**config.mk**
```make
export PLATFORM = sky130hd
export DESIGN_NAME = rei_mem_arbiter
export DESIGN_NICKNAME = d
export VERILOG_FILES = /design/src/rtl/rei_pkg.sv /design/src/rtl/rei_arb_pick.sv /design/src/rtl/rei_mem_arbiter.sv
export SDC_FILE = /design/constraint.sdc
export NUM_CORES = 1
export LEC_CHECK = 0
export CORE_AREA = 8 8 189 191
export CTS_CLUSTER_SIZE = 28
export DETAILED_ROUTE_END_ITERATION = 12
export DIE_AREA = 0 0 197 199
export PLACE_DENSITY = 0.58
export SYNTH_ARGS = -nofsm -noshare
export SYNTH_HDL_FRONTEND = slang
export SYNTH_SLANG_ARGS = --single-unit
```
**constraint.sdc**
```tcl
create_clock -name clk_i -period 2.3 [get_ports clk_i]
set_clock_uncertainty 0.15 [all_clocks]
set_input_delay 0.69 -clock clk_i [delete_from_list [all_inputs] [get_ports clk_i]]
set_output_delay 0.69 -clock clk_i [all_outputs]
set_load 0.02 [all_outputs]
```
**src/rtl/rei_pkg.sv**
```systemverilog
// rtl/rei_pkg.sv - shared widths and enums for the IBUS/DBUS memory arbiter
package rei_pkg;

  localparam int XLEN   = 64;
  localparam int ILEN   = 32;
  localparam int XBYTES = XLEN / 8;

  typedef enum logic [1:0] {
    ARB_IDLE = 2'd0,
    ARB_REQ  = 2'd1,
    ARB_RESP = 2'd2
  } arb_state_e;

  typedef enum logic {
    ARB_OWNER_I = 1'b0,
    ARB_OWNER_D = 1'b1
  } arb_owner_e;

endpackage

```
**src/rtl/rei_arb_pick.sv**
```systemverilog
// rtl/rei_arb_pick.sv - two-way request picker producing a one-hot grant
// REI_ARB_RR_EN selects round-robin on ties; otherwise DBUS has fixed priority.
module rei_arb_pick
  import rei_pkg::*;
(
  input  logic ibus_valid,
  input  logic dbus_valid,
`ifdef REI_ARB_RR_EN
  input  logic last_d,
`endif
  output logic gnt_i,
  output logic gnt_d
);

  // A lone requester always wins; only a tie consults the policy.
  always_comb begin
    gnt_i = 1'b0;
    gnt_d = 1'b0;
`ifdef REI_ARB_RR_EN
    if (ibus_valid && dbus_valid) begin
      if (last_d) gnt_i = 1'b1;
      else        gnt_d = 1'b1;
    end else begin
      gnt_i = ibus_valid;
      gnt_d = dbus_valid;
    end
`else
    gnt_d = dbus_valid;
    gnt_i = ibus_valid & ~dbus_valid;
`endif
  end

endmodule

```
**src/rtl/rei_mem_arbiter.sv**
```systemverilog
// rtl/rei_mem_arbiter.sv - shares one memory port between instruction fetch and data bus
// REI_ARB_RR_EN enables round-robin tie-breaking with a 1-bit last-grant pointer.
module rei_mem_arbiter
  import rei_pkg::*;
(
  input  logic              clk_i,
  input  logic              rst_ni,
  input  logic              ibus_req_valid_i,
  output logic              ibus_req_ready_o,
  input  logic [XLEN-1:0]   ibus_addr_i,
  output logic              ibus_resp_valid_o,
  output logic [ILEN-1:0]   ibus_rdata_o,
  input  logic              dbus_req_valid_i,
  output logic              dbus_req_ready_o,
  input  logic [XLEN-1:0]   dbus_addr_i,
  input  logic              dbus_we_i,
  input  logic [XLEN-1:0]   dbus_wdata_i,
  input  logic [XBYTES-1:0] dbus_wstrb_i,
  output logic              dbus_resp_valid_o,
  output logic [XLEN-1:0]   dbus_rdata_o,
  output logic              mem_req_valid_o,
  input  logic              mem_req_ready_i,
  output logic [XLEN-1:0]   mem_addr_o,
  output logic              mem_we_o,
  output logic [XLEN-1:0]   mem_wdata_o,
  output logic [XBYTES-1:0] mem_wstrb_o,
  input  logic              mem_resp_valid_i,
  input  logic [XLEN-1:0]   mem_rdata_i
);

  arb_state_e        state_q, state_d;
  arb_owner_e        owner_q;
  logic [XLEN-1:0]   addr_q, wdata_q;
  logic              we_q;
  logic [XBYTES-1:0] wstrb_q;
  logic              gnt_i, gnt_d, accept;

`ifdef REI_ARB_RR_EN
  logic last_d_q;

  rei_arb_pick u_pick (
    .ibus_valid (ibus_req_valid_i),
    .dbus_valid (dbus_req_valid_i),
    .last_d     (last_d_q),
    .gnt_i      (gnt_i),
    .gnt_d      (gnt_d)
  );

  // Last-grant pointer; starts as IBUS-last so DBUS takes the first tie.
  always_ff @(posedge clk_i) begin
    if (!rst_ni)     last_d_q <= 1'b0;
    else if (accept) last_d_q <= gnt_d;
  end
`else
  rei_arb_pick u_pick (
    .ibus_valid (ibus_req_valid_i),
    .dbus_valid (dbus_req_valid_i),
    .gnt_i      (gnt_i),
    .gnt_d      (gnt_d)
  );
`endif

  assign accept = (state_q == ARB_IDLE) && (gnt_i || gnt_d);

  // State register.
  always_ff @(posedge clk_i) begin
    if (!rst_ni) state_q <= ARB_IDLE;
    else         state_q <= state_d;
  end

  // Capture the winner's payload so the memory sees it stable until handshake.
  always_ff @(posedge clk_i) begin
    if (!rst_ni) begin
      owner_q <= ARB_OWNER_I;
      addr_q  <= '0;
      we_q    <= 1'b0;
      wdata_q <= '0;
      wstrb_q <= '0;
    end else if (accept) begin
      if (gnt_d) begin
        owner_q <= ARB_OWNER_D;
        addr_q  <= dbus_addr_i;
        we_q    <= dbus_we_i;
        wdata_q <= dbus_wdata_i;
        wstrb_q <= dbus_wstrb_i;
      end else begin
        owner_q <= ARB_OWNER_I;
        addr_q  <= ibus_addr_i;
        we_q    <= 1'b0;
        wdata_q <= '0;
        wstrb_q <= '0;
      end
    end
  end

  assign mem_addr_o  = addr_q;
  assign mem_we_o    = we_q;
  assign mem_wdata_o = wdata_q;
  assign mem_wstrb_o = wstrb_q;

  // Next state plus handshake/response outputs; responses outside ARB_RESP are dropped.
  always_comb begin
    state_d           = state_q;
    ibus_req_ready_o  = 1'b0;
    dbus_req_ready_o  = 1'b0;
    mem_req_valid_o   = 1'b0;
    ibus_resp_valid_o = 1'b0;
    dbus_resp_valid_o = 1'b0;
    ibus_rdata_o      = '0;
    dbus_rdata_o      = '0;
    case (state_q)
      ARB_IDLE: begin
        ibus_req_ready_o = gnt_i;
        dbus_req_ready_o = gnt_d;
        if (gnt_i || gnt_d) state_d = ARB_REQ;
      end
      ARB_REQ: begin
        mem_req_valid_o = 1'b1;
        if (mem_req_ready_i) state_d = ARB_RESP;
      end
      ARB_RESP: begin
        if (mem_resp_valid_i) begin
          state_d = ARB_IDLE;
          if (owner_q == ARB_OWNER_D) begin
            dbus_resp_valid_o = 1'b1;
            dbus_rdata_o      = mem_rdata_i;
          end else begin
            ibus_resp_valid_o = 1'b1;
            ibus_rdata_o      = addr_q[2] ? mem_rdata_i[63:32] : mem_rdata_i[31:0];
          end
        end
      end
      default: state_d = ARB_IDLE;
    endcase
  end

endmodule
```
==> design notes <==
Cell with the biggest individual delay on the critical path: dfxtp_2. The boundary pin count is 509, and the peak clock frequency supported by timing is 368 MHz. The global route stage reports its total congestion overflow as 0. Among all stages on the critical path, the maximum delay recorded is 0.31 ns. Each instance of the synthesized netlist takes up on average 9.01 um2.

At the pin with the least slew margin, the transition time is 0.691 ns. The final report lists the setup-violating endpoint count as 99. The tools report the worst min-delay path startpoint as mem_wdata_o[58]. The synthesized netlist has a Yosys-reported chip area of 0.00705 mm2. The tools report the standby leakage power as 0.00628 uW. The run gives 0 as the number of pins exceeding their max-slew limit in the final report. The layout report lists the multi-input gate area as 0.00395 mm2. The run gives 4.43 for the routed via count divided by cell count. The final cycle utilization of the critical path is 118%, and the number of buffer and inverter instances along the worst setup path is 6. The worst vdd rail ir drop came out at 0.000459 V. The checks that failed: setup timing.

The worst hold slack came out at 0.323 ns. RePlAce ended its routability-driven mode at a weighted congestion of 0.836. The total nets after synthesis was 1053; the cell count after synthesis was 782. The die is 197 um wide. Per the synthesis report, the dominant area consumer among library cells is dfxtp_1. The run gives 0.00281 mm2 as the flip-flop and latch area. The area of the mapped netlist was 0.00705 mm2.

Counting the warning lines in the Yosys log gives 0. As logged by OpenROAD, the buffers inserted on ports number 508. The tools report the final total power as 7950 uW. The pre-CTS setup check shows a worst slack of -1.09 ns.

In the Yosys report, the sequential cells make up 39.8% of the chip area. The worst flop-to-flop path endpoint was mem_wdata_o[33]. The run gives 574 mW/mm2 for the total power divided by cell area. The worst hold path terminates at mem_wdata_o[58]. With the placed wire-length estimate at 26300 um, the clock-pin slew on the worst setup and hold paths is 0.07 ns. The flow ran to the end, but the final reports show violations. The run gives 140 for the count of state elements after synthesis. Synthesis-to-layout area growth: 96.6%. The synthesized design contains 0 enable-type register cells.

The run gives 0 as the number of maximum-capacitance constraint violations. The hold path depth was 2; the average detailed-routed wire length per instance was 19.7 um. Final routed DRC violation total: 0. The run gives 54.0% for the worst slew margin relative to its limit. The tools report the global routing usage summed across all routing layers as 16.5%.

For this design, Yosys synthesis ends with a cell count of 782. The clock latency reported for the late side of the worst-skew pair came out at 0.41 ns. The run gives 0% for the post-synthesis async set-or-reset flop share. STA classifies the critical path startpoint as a register.

The worst path needs 2.72 ns of the cycle, external delays included. Final-layout fill cell count: 3278. The highest fanout seen on the critical path was 8. The first TritonRoute pass finished after 7 iterations. At the end of the flow the core is filled with cells to 42.2%. STA puts the critical path data arrival time at 1.88 ns. The cell at the root of the clock tree is clkbuf_16. Layout cell share with drive strength beyond 1: 21.7%. The clock passes through at most 2 buffers. Per the log, the first TritonRoute iteration ended with a DRC count of 327. The run gives 140 as the TritonCTS sink count. The number of global-route vias before repair was 8052. The area of the core region was 0.0329 mm2. Post-synth the commonest register cell is dfxtp_1. The most critical min-delay path falls under reg2reg.

The run gives -0.415 ns as the final setup slack of the worst path. In this run the biggest area consumer among cell types represents 39.8% of the synthesized area. Setup repair after global routing could not meet its margin everywhere. The number of warnings reported in the stage logs is 29.

Per the CTS log, the maximum H-tree level is 4. The die outline area is 0.0392 mm2. For the post-detailed-route count of antenna-violating nets, the log shows 0. The family with the most delay on the worst path was buffers and inverters. TritonCTS built the clock tree. Entering global routing, the biggest net connects 73 pins. The worst setup path is captured at an output port.

After synthesis, the cell types taking the most area are dfxtp_1, mux2i_1, o211a_1. Summing all non-filler instances in the final layout gives an area of 0.0139 mm2. For the worst reg-to-reg path, the startpoint reported by OpenROAD is state_q[1]. For the required time at the worst-slack endpoint, the log shows 1.46 ns. Once placement finished, the instance area stood at 0.0128 mm2. The number of buffers inserted during clock tree synthesis was 17; the floorplan-stage core utilization was 21.4%. The tools report the placement row count as 67. The run gives 2 for the initial antenna violation count. Looking at the setup timing report, the critical path kind is reg2out. With the number of different library cells in the post-synthesis netlist at 30, the wire length of the first global-routing pass is 50100 um. The y dimension of the die works out to 199 um.

Per STA, the worst path is made up of nand3b_1, buf_4, nor2_4, buf_12, buf_12, buf_16, buf_6, and2_4, buf_6. Count of endpoints failing hold in the final timing report: 0. The run gives 1564 as the number of nets in the layout. In this run the register-to-register setup slack is 0.35 ns. Logic depth along the worst register-to-register path is recorded as 6.
[Yosys cell counts (29+ instances only)]
library cell / n
a21boi_1: 33
nand3_1: 64
buf_2: 32
o21ai_0: 73
nor2_1: 35
o211a_1: 64
nand2_1: 73
a21boi_0: 40
and2_1: 64
mux2i_1: 96
clkbuf_1: 29
dfxtp_1: 140
[worst min-delay path, stage by stage (launching register included)]
cell,delay (ns)
dfxtp_1,0.31
o21ai_0,0.06
a21boi_1,0.06
[where the power goes]
part	internal [uW]	switching [uW]	leakage, uW
sequential	2650	106	0.00116
clock	1660	1240	0.000295
combinational	1210	1090	0.00483
total	5520	2430	0.00628
[logic make-up (layout without fill, tap and decap cells)]
logic type / count (synthesis) / count (layout) / synth area share [%]
and+or+nand+nor: 247 / 247 / 17.4
DFF: 140 / 140 / 39.8
AOI/OAI and AO/OA: 214 / 214 / 22.4
muxes: 96 / 96 / 13.6
buffers and inverters: 85 / 609 / 6.78
other: 0 / 1 / 0
[stage by stage]
step / TNS [ns] / std cells
after floorplan: -1.58 / 782
after global placement: -98.10 / 1699
after detailed placement: -101.17 / 1699
after CTS: -27.70 / 1753
after global routing: -34.77 / 1755
final: -25.59 / 1755
[layer usage]
layer	track usage, %	part of all wire [%]
met1	18.8	39
met2	28.8	51
met3	5.82	8.1
met4	4.99	1.9
met5	0	0.029
[sequential cells by signal, summed over array words and instances, names as in the netlist]
signal and cells:
owner_q 1, mem_addr_o 64, mem_wstrb_o 8, state_q 2
mem_we_o 1, mem_wdata_o 64
[worst max path at each step]
stage,startpoint,to,cells past startpoint
detailed placement,mem_resp_valid_i,dbus_rdata_o[51],7
global placement,mem_resp_valid_i,dbus_rdata_o[10],7
finish,state_q[0],dbus_rdata_o[26],9
floorplan,mem_resp_valid_i,ibus_rdata_o[10],5
CTS,state_q[0],dbus_rdata_o[19],8
global route,state_q[0],dbus_rdata_o[54],9
[placed cells by master, fill, tap and decap left out, drive strengths merged, types with 37 or more instances in the layout]
cell type        n
clkdlybuf4s50  375
buf            171
dfxtp          140
mux2i           96
nand2           73
o21ai           73
a21boi          73
nand3           64
o211a           64
and2            64
nor2            37
[timing repair]
item	4_1_cts	5_1_grt
pin swaps	5	15
resized	585	51
cloned	7	0
setup endpoints to repair	105	113
buffers inserted	15	4
hold buffers	0	0
[area by class of cell]
type	instances	area share (%)
Sequential cell	140	20.2
Clock inverter	15	1.44
Multi-Input combinational cell	557	28.5
Antenna cell	1	0.0181
Timing Repair Buffer	575	42.7
Tap cell	448	4.04
Inverter	2	0.0542
Clock buffer	17	3.07
**Signal wires on met1**

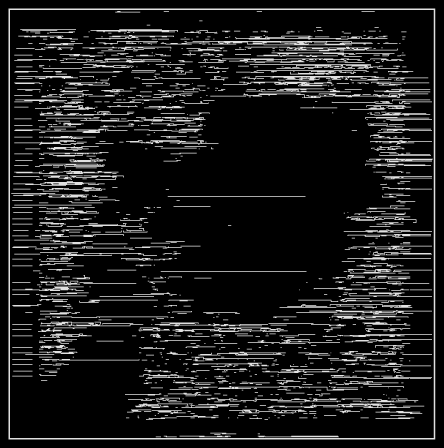
nets with wire on the layer: 1399
share of all routed wire: 39%
main direction: horizontal
total detailed-routing wirelength: 34600 um
detailed-route via count: 7779
GR Layer Usage met1: 18.8%

**Met2 routing**

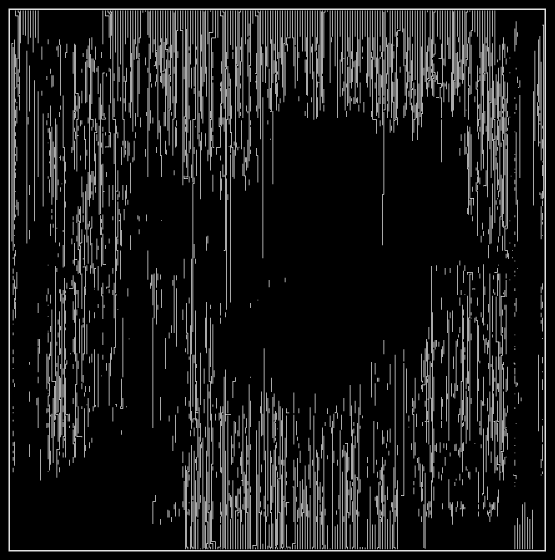
wire length on this layer: 17600 um
main direction: vertical
share of all routed wire: 51%
longest straight run: 75.0 um
nets with wire on the layer: 1345
global routing usage on met2: 28.8%

**Signal wires on met3**

Scale bar: 50 um. Cells faint in the background.
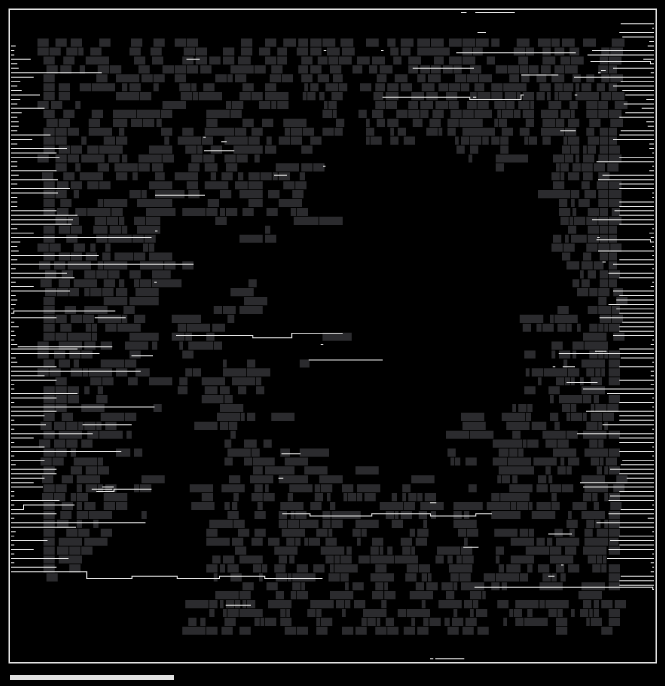
nets with wire on the layer: 273
longest straight run: 55.4 um
wire length on this layer: 2820 um
main direction: horizontal
share of all routed wire: 8.2%
met3 Track Usage GR: 5.82%

**M4 wires**

Scale bar: 50 um.
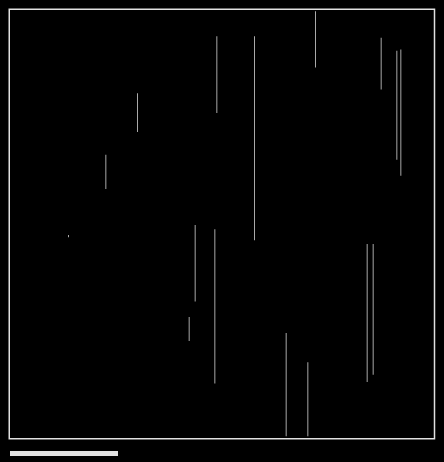
main direction: vertical
share of all routed wire: 1.9%
longest straight run: 94.5 um

Power and IR drop assume default switching activity.
